Run 1, met2 routing:
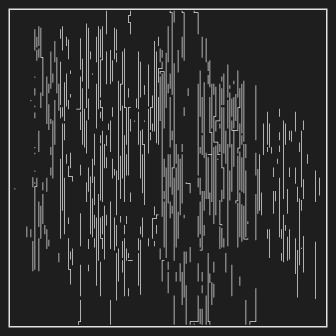
Run 1, routing congestion map:
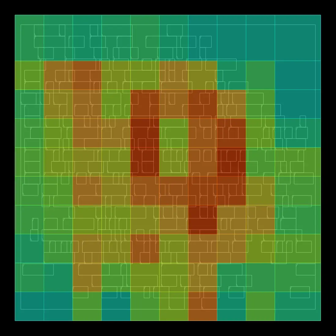
Run 1, signal wires on met1:
The bar under the picture is 20 µm long.
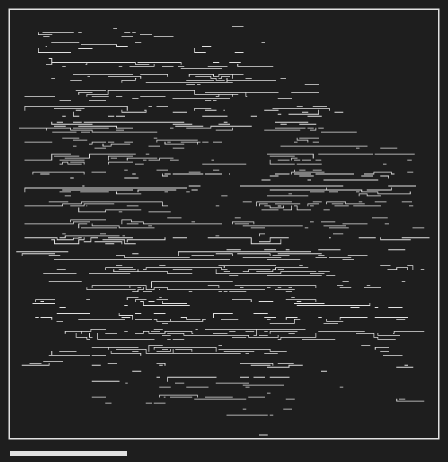
===== config.mk =====
export PLATFORM = sky130hd
export DESIGN_NAME = nv_slcg_en_ctrl_flat
export DESIGN_NICKNAME = d
export VERILOG_FILES = /design/src/rtl/nv_slcg_en_ctrl_if.sv /design/src/rtl/nv_slcg_en_ctrl.sv /design/src/flat_wrapper.sv
export SDC_FILE = /design/constraint.sdc
export NUM_CORES = 1
export LEC_CHECK = 0
export ABC_CLOCK_PERIOD_IN_PS = 2800
export CELL_PAD_IN_SITES_DETAIL_PLACEMENT = 1
export CELL_PAD_IN_SITES_GLOBAL_PLACEMENT = 1
export CORE_UTILIZATION = 35
export CTS_BUF_LIST = sky130_fd_sc_hd__clkbuf_8
export DETAILED_ROUTE_END_ITERATION = 16
export GPL_ROUTABILITY_DRIVEN = 0
export PLACE_DENSITY = 0.84
export SLEW_MARGIN = 40
export SYNTH_ARGS = -nofsm -noshare
export SYNTH_HDL_FRONTEND = slang
export SYNTH_SLANG_ARGS = --single-unit

===== constraint.sdc =====
create_clock -name nvdla_core_clk -period 2.8 [get_ports nvdla_core_clk]
set_input_delay 0.28 -clock nvdla_core_clk [delete_from_list [all_inputs] [get_ports nvdla_core_clk]]
set_output_delay 0.28 -clock nvdla_core_clk [all_outputs]
set_load 0.05 [all_outputs]

===== src/rtl/nv_slcg_en_ctrl_if.sv =====
// Wake handshake between a client that needs the gated clock and the SLCG enable controller.
// The client drives wake_req; the controller answers with wake_ack once the clock is running.
interface nv_slcg_en_ctrl_if;
    logic wake_req;
    logic wake_ack;

    modport master (
        output wake_req,
        input  wake_ack
    );

    modport slave (
        input  wake_req,
        output wake_ack
    );
endinterface


===== src/rtl/nv_slcg_en_ctrl.sv =====
// Second-level clock-gate enable controller for one gating cell (E/TE pins).
// Removes the clock after a programmable idle hysteresis; restores it on activity or wake request.
module nv_slcg_en_ctrl #(
    parameter int unsigned NUM_SRC  = 4,
    parameter int unsigned IDLE_W   = 8,
    parameter int unsigned WARM_CYC = 2
) (
    input  logic                nvdla_core_clk,
    input  logic                nvdla_core_rstn,
    input  logic                slcg_en,
    input  logic                tmc2slcg_disable_clock_gating,
    input  logic [IDLE_W-1:0]   idle_thresh,
    input  logic [NUM_SRC-1:0]  src_busy,
    nv_slcg_en_ctrl_if.slave    wake_if,
    output logic                clk_en,
    output logic                clk_te,
    output logic                gated,
    output logic [15:0]         gate_events
);

    localparam int unsigned     WarmW    = (WARM_CYC > 1) ? $clog2(WARM_CYC) : 1;
    localparam logic [WarmW-1:0] WarmLast = WarmW'(WARM_CYC - 1);

    typedef enum logic [1:0] {StRun, StCool, StOff, StWarm} state_e;

    state_e              state_q;
    logic [IDLE_W-1:0]   idle_cnt_q;
    logic [WarmW-1:0]    warm_cnt_q;
    logic                clk_en_q;
    logic                clk_te_q;
    logic                gated_q;
    logic                wake_ack_q;
    logic [15:0]         gate_events_q;
    logic [15:0]         gate_events_d;

    logic                act;
    logic                hold;
    logic [IDLE_W-1:0]   thresh_eff;
    logic                thresh_hit;
    logic                gate_evt;

    always_comb begin
        act        = (|src_busy) | wake_if.wake_req;
        hold       = ~slcg_en | tmc2slcg_disable_clock_gating;
        // A zero threshold would otherwise gate on the very first idle sample.
        thresh_eff = (idle_thresh == '0) ? IDLE_W'(1) : idle_thresh;
        thresh_hit = (idle_cnt_q >= thresh_eff);
        gate_evt   = (state_q == StCool) & ~act & ~hold & thresh_hit;

        gate_events_d = gate_events_q;
        if (gate_evt && (gate_events_q != 16'hFFFF)) begin
            gate_events_d = gate_events_q + 16'd1;
        end
    end

    always_ff @(posedge nvdla_core_clk) begin
        if (!nvdla_core_rstn) begin
            state_q       <= StRun;
            idle_cnt_q    <= '0;
            warm_cnt_q    <= '0;
            clk_en_q      <= 1'b1;
            clk_te_q      <= 1'b0;
            gated_q       <= 1'b0;
            wake_ack_q    <= 1'b0;
            gate_events_q <= '0;
        end else begin
            clk_te_q      <= tmc2slcg_disable_clock_gating;
            // Ack only from RUN, so a wake from OFF waits out the full warm-up.
            wake_ack_q    <= wake_if.wake_req & (state_q == StRun);
            gate_events_q <= gate_events_d;

            unique case (state_q)
                StRun: begin
                    clk_en_q <= 1'b1;
                    gated_q  <= 1'b0;
                    if (!act && !hold) begin
                        state_q    <= StCool;
                        idle_cnt_q <= IDLE_W'(1);
                    end
                end
                StCool: begin
                    if (act || hold) begin
                        state_q    <= StRun;
                        idle_cnt_q <= '0;
                    end else if (thresh_hit) begin
                        state_q  <= StOff;
                        clk_en_q <= 1'b0;
                        gated_q  <= 1'b1;
                    end else if (idle_cnt_q != '1) begin
                        idle_cnt_q <= idle_cnt_q + IDLE_W'(1);
                    end
                end
                StOff: begin
                    if (act || hold) begin
                        state_q    <= StWarm;
                        clk_en_q   <= 1'b1;
                        gated_q    <= 1'b0;
                        warm_cnt_q <= '0;
                    end
                end
                StWarm: begin
                    clk_en_q <= 1'b1;
                    if (warm_cnt_q == WarmLast) begin
                        state_q <= StRun;
                    end else begin
                        warm_cnt_q <= warm_cnt_q + WarmW'(1);
                    end
                end
            endcase
        end
    end

    assign clk_en           = clk_en_q;
    assign clk_te           = clk_te_q;
    assign gated            = gated_q;
    assign gate_events      = gate_events_q;
    assign wake_if.wake_ack = wake_ack_q;

endmodule


===== src/flat_wrapper.sv =====
// flat-port wrapper written by rule: the top's interface ports become plain ports
module nv_slcg_en_ctrl_flat 
#(
    parameter int unsigned NUM_SRC  = 4,
    parameter int unsigned IDLE_W   = 8,
    parameter int unsigned WARM_CYC = 2
)
  (nvdla_core_clk, nvdla_core_rstn, slcg_en, tmc2slcg_disable_clock_gating, idle_thresh, src_busy, clk_en, clk_te, gated, gate_events, wake_if_wake_req, wake_if_wake_ack);
  nv_slcg_en_ctrl_if wake_if_i ();
  input  logic nvdla_core_clk;
  input  logic nvdla_core_rstn;
  input  logic slcg_en;
  input  logic tmc2slcg_disable_clock_gating;
  input  logic [IDLE_W-1:0] idle_thresh;
  input  logic [NUM_SRC-1:0] src_busy;
  output logic clk_en;
  output logic clk_te;
  output logic gated;
  output logic [15:0] gate_events;
  input wire logic [$bits(wake_if_i.wake_req)-1:0] wake_if_wake_req;
  output wire logic [$bits(wake_if_i.wake_ack)-1:0] wake_if_wake_ack;
  assign wake_if_i.wake_req = wake_if_wake_req;
  assign wake_if_wake_ack = wake_if_i.wake_ack;
  nv_slcg_en_ctrl #(.NUM_SRC(NUM_SRC), .IDLE_W(IDLE_W), .WARM_CYC(WARM_CYC)) u_core (.nvdla_core_clk(nvdla_core_clk), .nvdla_core_rstn(nvdla_core_rstn), .slcg_en(slcg_en), .tmc2slcg_disable_clock_gating(tmc2slcg_disable_clock_gating), .idle_thresh(idle_thresh), .src_busy(src_busy), .wake_if(wake_if_i), .clk_en(clk_en), .clk_te(clk_te), .gated(gated), .gate_events(gate_events));
endmodule

==> summary.rpt, run 1 <==
CLOCK TREE
----------------------------------------------------------------------------------------
CTS Root Cell                                                                   clkbuf_8
Clock buffer count from CTS                                                            5
CTS clk-pin slew, worst paths                                                    0.06 ns
Count of clock tree sinks                                                             31
Clock tree from TritonCTS                                                          built
Clock H-tree levels                                                                    2

SYNTH
----------------------------------------------------------------------------------------
Syn Nets                                                                             236
Post-synthesis instance area                                                 0.00177 mm²
Number of storage elements in the synthesis netlist                                   31
YS chip area                                                                 0.00177 mm²
Most used flip-flop cell after synthesis                                         dfxtp_1
Cell taking the most area after synthesis                                        dfxtp_1
Average size of a mapped cell                                                   8.45 µm²
Proportion of synthesized flip-flops having asynchronous set or reset                 0%

MIN PATH
----------------------------------------------------------------------------------------
Worst hold path cell count                                                             2
Class of the tightest hold or removal check                                      reg2reg

POWER
----------------------------------------------------------------------------------------
Worst IR drop on VDD                                                              222 µV
Power, Total                                                                      837 µW

FLOORPLAN
----------------------------------------------------------------------------------------
Chip height                                                                      73.0 µm
Die Size                                                                     0.00534 mm²
Floorplan core area                                                          0.00479 mm²
Total I/O pin count                                                                   37

GLOBAL ROUTING
----------------------------------------------------------------------------------------
Number of global-route vias before repair                                           1792
Antenna violations before repair                                                       0
Maximum number of pins on one net before global-route repair                          19
Wire length of the first global-routing pass                                     7800 µm

STA
----------------------------------------------------------------------------------------
Final count of pins violating max slew                                                 0
Final hold violation count                                                             0
Period utilization                                                                 95.6%
Hold Slack                                                                      0.493 ns
Pin slew with the least headroom to its limit                                   0.545 ns

PLACE
----------------------------------------------------------------------------------------
Post-Place Cells                                                                     317
Minimum setup slack after placement                                            -0.412 ns
Total half-perimeter wirelength after legalization and detailed placement        3390 µm

DETAILED ROUTING
----------------------------------------------------------------------------------------
Met3 wire len                                                                     184 µm
DR pass1 iterations                                                                    4
Wl on met1                                                                       2030 µm
Wire length on met2                                                              2500 µm
Aggregate routed wire length                                                     4800 µm
Violation tally from detailed-route iteration zero                                    40
Average vias per placed instance                                                    5.31

CRITICAL PATH
----------------------------------------------------------------------------------------
End of the worst register-to-register path                                  u_core.idle_cnt_q[0]
Critical path data required time                                                 2.96 ns
Worst r2r src                                                               u_core.idle_cnt_q[0]
Critical Setup Path Class                                                         in2reg

CELLS AND AREA
----------------------------------------------------------------------------------------
Layout Nets                                                                          286
Most frequently placed logic cell in the final layout                            dfxtp_1
Finished layout cell area                                                    0.00243 mm²
Diodes inserted                                                                        0
Share of post-route cells with drive strength above 1                              15.5%

JOB
----------------------------------------------------------------------------------------
Max-capacitance violation count                                                        0

STATUS
----------------------------------------------------------------------------------------
Result of the run                                                              completed

-- 'met2 routing' (at the start) --
share of all routed wire = 52%
main direction = vertical
wire length on this layer = 2500 µm
nets with wire on the layer = 263

-- 'routing congestion map' (at the start) --
total routing resource utilization after global routing: 19.0%
met2 track demand over resource in global routing: 35.6%
wire length per cell after detailed routing: 14.8 µm
final standard cell utilization of the core: 50.8%
met1 track demand over resource: 20.9%

-- 'signal wires on met1' (at the start) --
main direction = horizontal
share of all routed wire = 42%
nets with wire on the layer = 252

run 1: layout make-up:
class / count / area, µm²
Timing Repair Buffer: 52 / 505
Clock inverter: 1 / 3.75
Multi-Input combinational cell: 157 / 1100
Tap cell: 67 / 83.8
Inverter: 12 / 45.0
Sequential cell: 31 / 621
Fill cell: 578 / 2360
Clock buffer: 5 / 68.8
run 1: worst max path at each step:
stage / start / endpoint / slack [ns] / depth (start not counted)
6_report: idle_thresh[4] / u_core.idle_cnt_q[0] / 0.12 / 12
5_1_grt: idle_thresh[4] / u_core.idle_cnt_q[0] / 0.002 / 12
2_1_floorplan: idle_thresh[5] / u_core.idle_cnt_q[7] / 0.14 / 10
3_3_place_gp: idle_thresh[5] / u_core.idle_cnt_q[7] / -0.27 / 10
4_1_cts: idle_thresh[5] / u_core.idle_cnt_q[0] / 0.07 / 12
3_5_place_dp: idle_thresh[5] / u_core.idle_cnt_q[4] / -0.41 / 10
run 1: worst max-delay path, stage by stage:
cell and delay [ns]:
dlygate4sd2_1 0.25, nor4_2 0.27, a41o_1 0.21, ha_1 0.22, nand2b_4 0.13, a2111o_1 0.46, a2111oi_4 0.38, nor2b_4 0.11
buf_6 0.15, buf_6 0.12, a211oi_2 0.21, a211oi_2 0.05
run 1: cell usage after synthesis, drive strengths merged (3+ instances only):
cell type,number
a211oi,3
a21oi,16
and2,4
and3,4
and4,3
buf,3
clkbuf,6
dfxtp,31
ha,10
inv,11
mux2i,4
nand2,18
nand2b,5
nand3,9
nand4,11
nor2,18
nor2b,3
nor3,5
nor4,5
o21ai,12
or3,4
xnor2,9
run 1: power breakdown:
part	switching [mW]	total (mW)	internal (mW)	leakage, nW
sequential	0.000712	0.443	0.443	0.250
clock	0.160	0.321	0.162	0.0413
combinational	0.0344	0.0723	0.0379	0.638
run 1: flip-flops by register name, summed over array words and instances (netlist names), named ones only:
name and flops:
u_core.gate_events 16, u_core.gated 1, u_core.warm_cnt_q 1, u_core.clk_en 1, u_core.state_q 1, u_core.wake_if.wake_ack 1, u_core.idle_cnt_q 8, u_core.clk_te 1
run 1: routing by layer:
metal,GRT usage (%),up-vias
met5,0,-
met4,6.54,0
met3,3.87,9
met2,35.6,29
met1,20.9,839
li1,-,848
run 1: kinds of logic (layout without fill, tap and decap cells):
kind of cell,after synthesis,count (layout),synth area share [%]
adder cells (fa/ha/maj),10,10,7.08
AND-OR/OR-AND,41,41,14.7
flip-flops,31,31,35.1
buffers and inverters,21,70,5.10
AND/OR/NAND/NOR,93,93,31.3
multiplexers,4,4,2.27
XOR/XNOR,9,9,4.46
run 1: timing repair:
item / in CTS / in global routing
endpoints found under the setup margin: 7 / 8
pin swaps: 4 / 7
setup buffers: 2 / 0
gates resized: 12 / 11
Run 1, cell density map:
The bar under the picture is 20 µm long. 7 x 7 tiles, from black (low) to pale yellow (high), 0 to 100% covered.
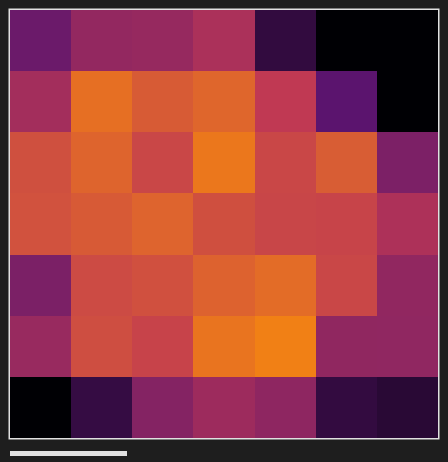

--- run 2 (diff from run 1) ---
--- a/config.mk
+++ b/config.mk
@@ -5,9 +5,11 @@
 export SDC_FILE = /design/constraint.sdc
 export NUM_CORES = 1
 export LEC_CHECK = 0
+export ABC_AREA = 1
 export ABC_CLOCK_PERIOD_IN_PS = 2800
 export CELL_PAD_IN_SITES_DETAIL_PLACEMENT = 1
 export CELL_PAD_IN_SITES_GLOBAL_PLACEMENT = 1
+export CORE_MARGIN = 2
 export CORE_UTILIZATION = 35
 export CTS_BUF_LIST = sky130_fd_sc_hd__clkbuf_8
 export DETAILED_ROUTE_END_ITERATION = 16
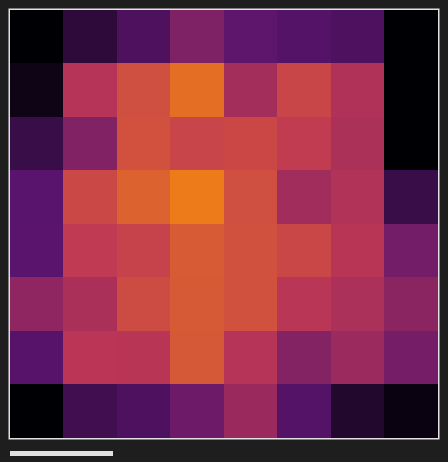
Run 2: cell density map
The bar under the picture is 20 µm long. 8 x 8 tiles, from black (low) to pale yellow (high), 0 to 100% covered.
fullest tile = 70%
nearly empty tiles = 7.8%
mean over tiles = 38%

==> run 2 against run 1 <==
  * Register-to-register slack improved by 0.46 ns
  * Combinational power decreased by 7.9%
  * Critical path depth is 3 higher
  * Largest cell class unchanged
  * Count of clock-buffer cells in the layout up 1
  * Critical path type unchanged
  * Sequential power is essentially flat
  * Fmax rose by 14%
  * Utilization fell by 5.9 points
  * Global-route usage rose by 0.30 points
==> summary.rpt, run 2 <==
CELLS AND AREA
----------------------------------------------------------------------------------------
Max reg flops                                                                         16
Most frequently placed logic cell in the final layout                            nand2_1
Most frequent logic cells in the routed design                              97 x nand2_1, 37 x nor2_1, 36 x clkdlybuf4s50_1, 31 x dfxtp_1, 28 x a21oi_1
Share of post-route cells with drive strength above 1                              8.17%
Layout Nets                                                                          394
Finished layout cell area                                                    0.00269 mm²

MIN PATH
----------------------------------------------------------------------------------------
Class of the tightest hold or removal check                                      reg2reg

JOB
----------------------------------------------------------------------------------------
Max-capacitance violation count                                                        0
OpenROAD warning count                                                                26

SYNTH
----------------------------------------------------------------------------------------
Top post-synthesis cells by count                                           97 x nand2_1, 37 x nor2_1, 31 x dfxtp_1
YS chip area                                                                 0.00219 mm²
Most used flip-flop cell after synthesis                                         dfxtp_1
Post-synthesis instance area                                                 0.00219 mm²
Cell taking the most area after synthesis                                        dfxtp_1
Average size of a mapped cell                                                   6.65 µm²
Cell total in the yosys stat output                                                  330
Number of storage elements in the synthesis netlist                                   31
Proportion of synthesized flip-flops having asynchronous set or reset                 0%
Post-synthesis cell type with the largest instance count                         nand2_1
Syn Nets                                                                             357

POWER
----------------------------------------------------------------------------------------
Total internal power                                                              668 µW
Fraction of power spent switching nets                                             23.9%
Worst IR drop on VDD                                                              264 µV
Combinational power share                                                           7.6%
Clock group share of total power                                                   41.8%
Flop pwr share                                                                     50.6%

FLOORPLAN
----------------------------------------------------------------------------------------
Floorplan core area                                                          0.00599 mm²
Total I/O pin count                                                                   37

CLOCK TREE
----------------------------------------------------------------------------------------
Clock H-tree levels                                                                    2
Count of clock tree sinks                                                             31
Setup fix buffers added after clock tree synthesis                                     0
CTS Root Cell                                                                   clkbuf_8
Clock buffer count from CTS                                                            5
CTS clk-pin slew, worst paths                                                    0.06 ns

PLACE
----------------------------------------------------------------------------------------
Post-Place Cell Area                                                         0.00260 mm²
Total half-perimeter wirelength after legalization and detailed placement        4940 µm

CRITICAL PATH
----------------------------------------------------------------------------------------
End of the worst register-to-register path                                  u_core.gate_events[2]
Launching instance or port of the critical path                             idle_thresh[2]
Worst r2r src                                                               u_core.idle_cnt_q[7]
Length in cells of the worst reg-to-reg path                                           9
Critical path data required time                                                 3.00 ns
End point of the critical path                                              u_core.gate_events[4]
Critical Setup Path Class                                                         in2reg

STATUS
----------------------------------------------------------------------------------------
Result of the run                                                              completed

GLOBAL ROUTING
----------------------------------------------------------------------------------------
Met1 track demand over resource                                                    25.5%
Maximum number of pins on one net before global-route repair                          19
Grt met3 use                                                                       2.98%
Met2 track demand over resource in global routing                                  32.3%
Wire length of the first global-routing pass                                    11100 µm
Most utilized layer in the global route result                                      met2
Total routing resource utilization after global routing                            19.3%
Number of global-route vias before repair                                           2295
Antenna violations before repair                                                       0

DETAILED ROUTING
----------------------------------------------------------------------------------------
Average vias per placed instance                                                    5.30
DR pass1 iterations                                                                    4
Violation tally from detailed-route iteration zero                                   124
Aggregate routed wire length                                                     6520 µm

STA
----------------------------------------------------------------------------------------
Pin slew with the least headroom to its limit                                   0.552 ns
Final count of pins violating max slew                                                 0
Period utilization                                                                 83.6%
Final hold violation count                                                             0

[run 2: cells by family after synthesis]
kind of cell | synth area share, %
DFF | 28.3
xor gates and xnor gates | 3.19
adders and majority gates | 5.70
buffers and inverters | 8.78
and+or+nand+nor | 44.8
AOI/OAI and AO/OA | 9.24
[run 2: routing by layer]
layer	vias up	share of wire, %
met5	-	0
met4	0	1.2
met3	7	2.8
met2	43	48
met1	1124	48
li1	1167	-
[run 2: critical path, cell delays in order]
cell,delay (ns)
clkdlybuf4s50_1,0.43
nor4_1,0.31
a41o_1,0.22
ha_1,0.14
inv_1,0.04
nand2_1,0.05
nand2_1,0.05
nand2_1,0.05
nand2_1,0.04
nand2_1,0.10
nand3_2,0.13
buf_4,0.25
nand3_4,0.18
nand2_1,0.09
a21oi_1,0.15
[run 2: area by class of cell]
class / count / area [µm²]
Inverter: 31 / 116
Clock inverter: 1 / 5.00
Sequential cell: 31 / 621
Timing Repair Buffer: 40 / 390
Tap cell: 75 / 93.8
Clock buffer: 6 / 82.6
Fill cell: 783 / 3300
Multi-Input combinational cell: 258 / 1380
[run 2: power groups by stage]
stage	registers (mW)	logic (mW)	clock network [mW]
2_1_floorplan	0.460	0.0246	0
3_3_place_gp	0.454	0.0641	0
3_5_place_dp	0.454	0.0665	0
4_1_cts	0.444	0.0672	0.374
5_1_grt	0.444	0.0731	0.395
6_report	0.444	0.0666	0.367
[run 2: how the worst min path moves through the flow]
stage | startpoint | slack (ns) | cells after the start | endpoint
6_report | u_core.clk_en | 0.45 | 2 | u_core.clk_en
5_1_grt | u_core.clk_en | 0.48 | 2 | u_core.clk_en
4_1_cts | u_core.clk_en | 0.45 | 2 | u_core.clk_en
3_5_place_dp | u_core.clk_en | 0.44 | 2 | u_core.clk_en
3_3_place_gp | u_core.clk_en | 0.44 | 2 | u_core.clk_en
2_1_floorplan | tmc2slcg_disable_clock_gating | 0.37 | 2 | u_core.clk_te
[run 2: stage by stage]
stage	instances	power [mW]	setup slack, ns	util (%)	hold slack [ns]
after floorplan	330	0.484	0.815	-	0.373
after global placement	435	0.519	0.392	43.4	0.439
after detailed placement	435	0.521	0.161	43.4	0.440
after CTS	442	0.885	0.460	44.9	0.454
after global routing	442	0.913	0.209	44.9	0.481
final	442	0.878	0.459	44.9	0.450
Power figures rest on the tool's default switching activity, not on a simulated workload.
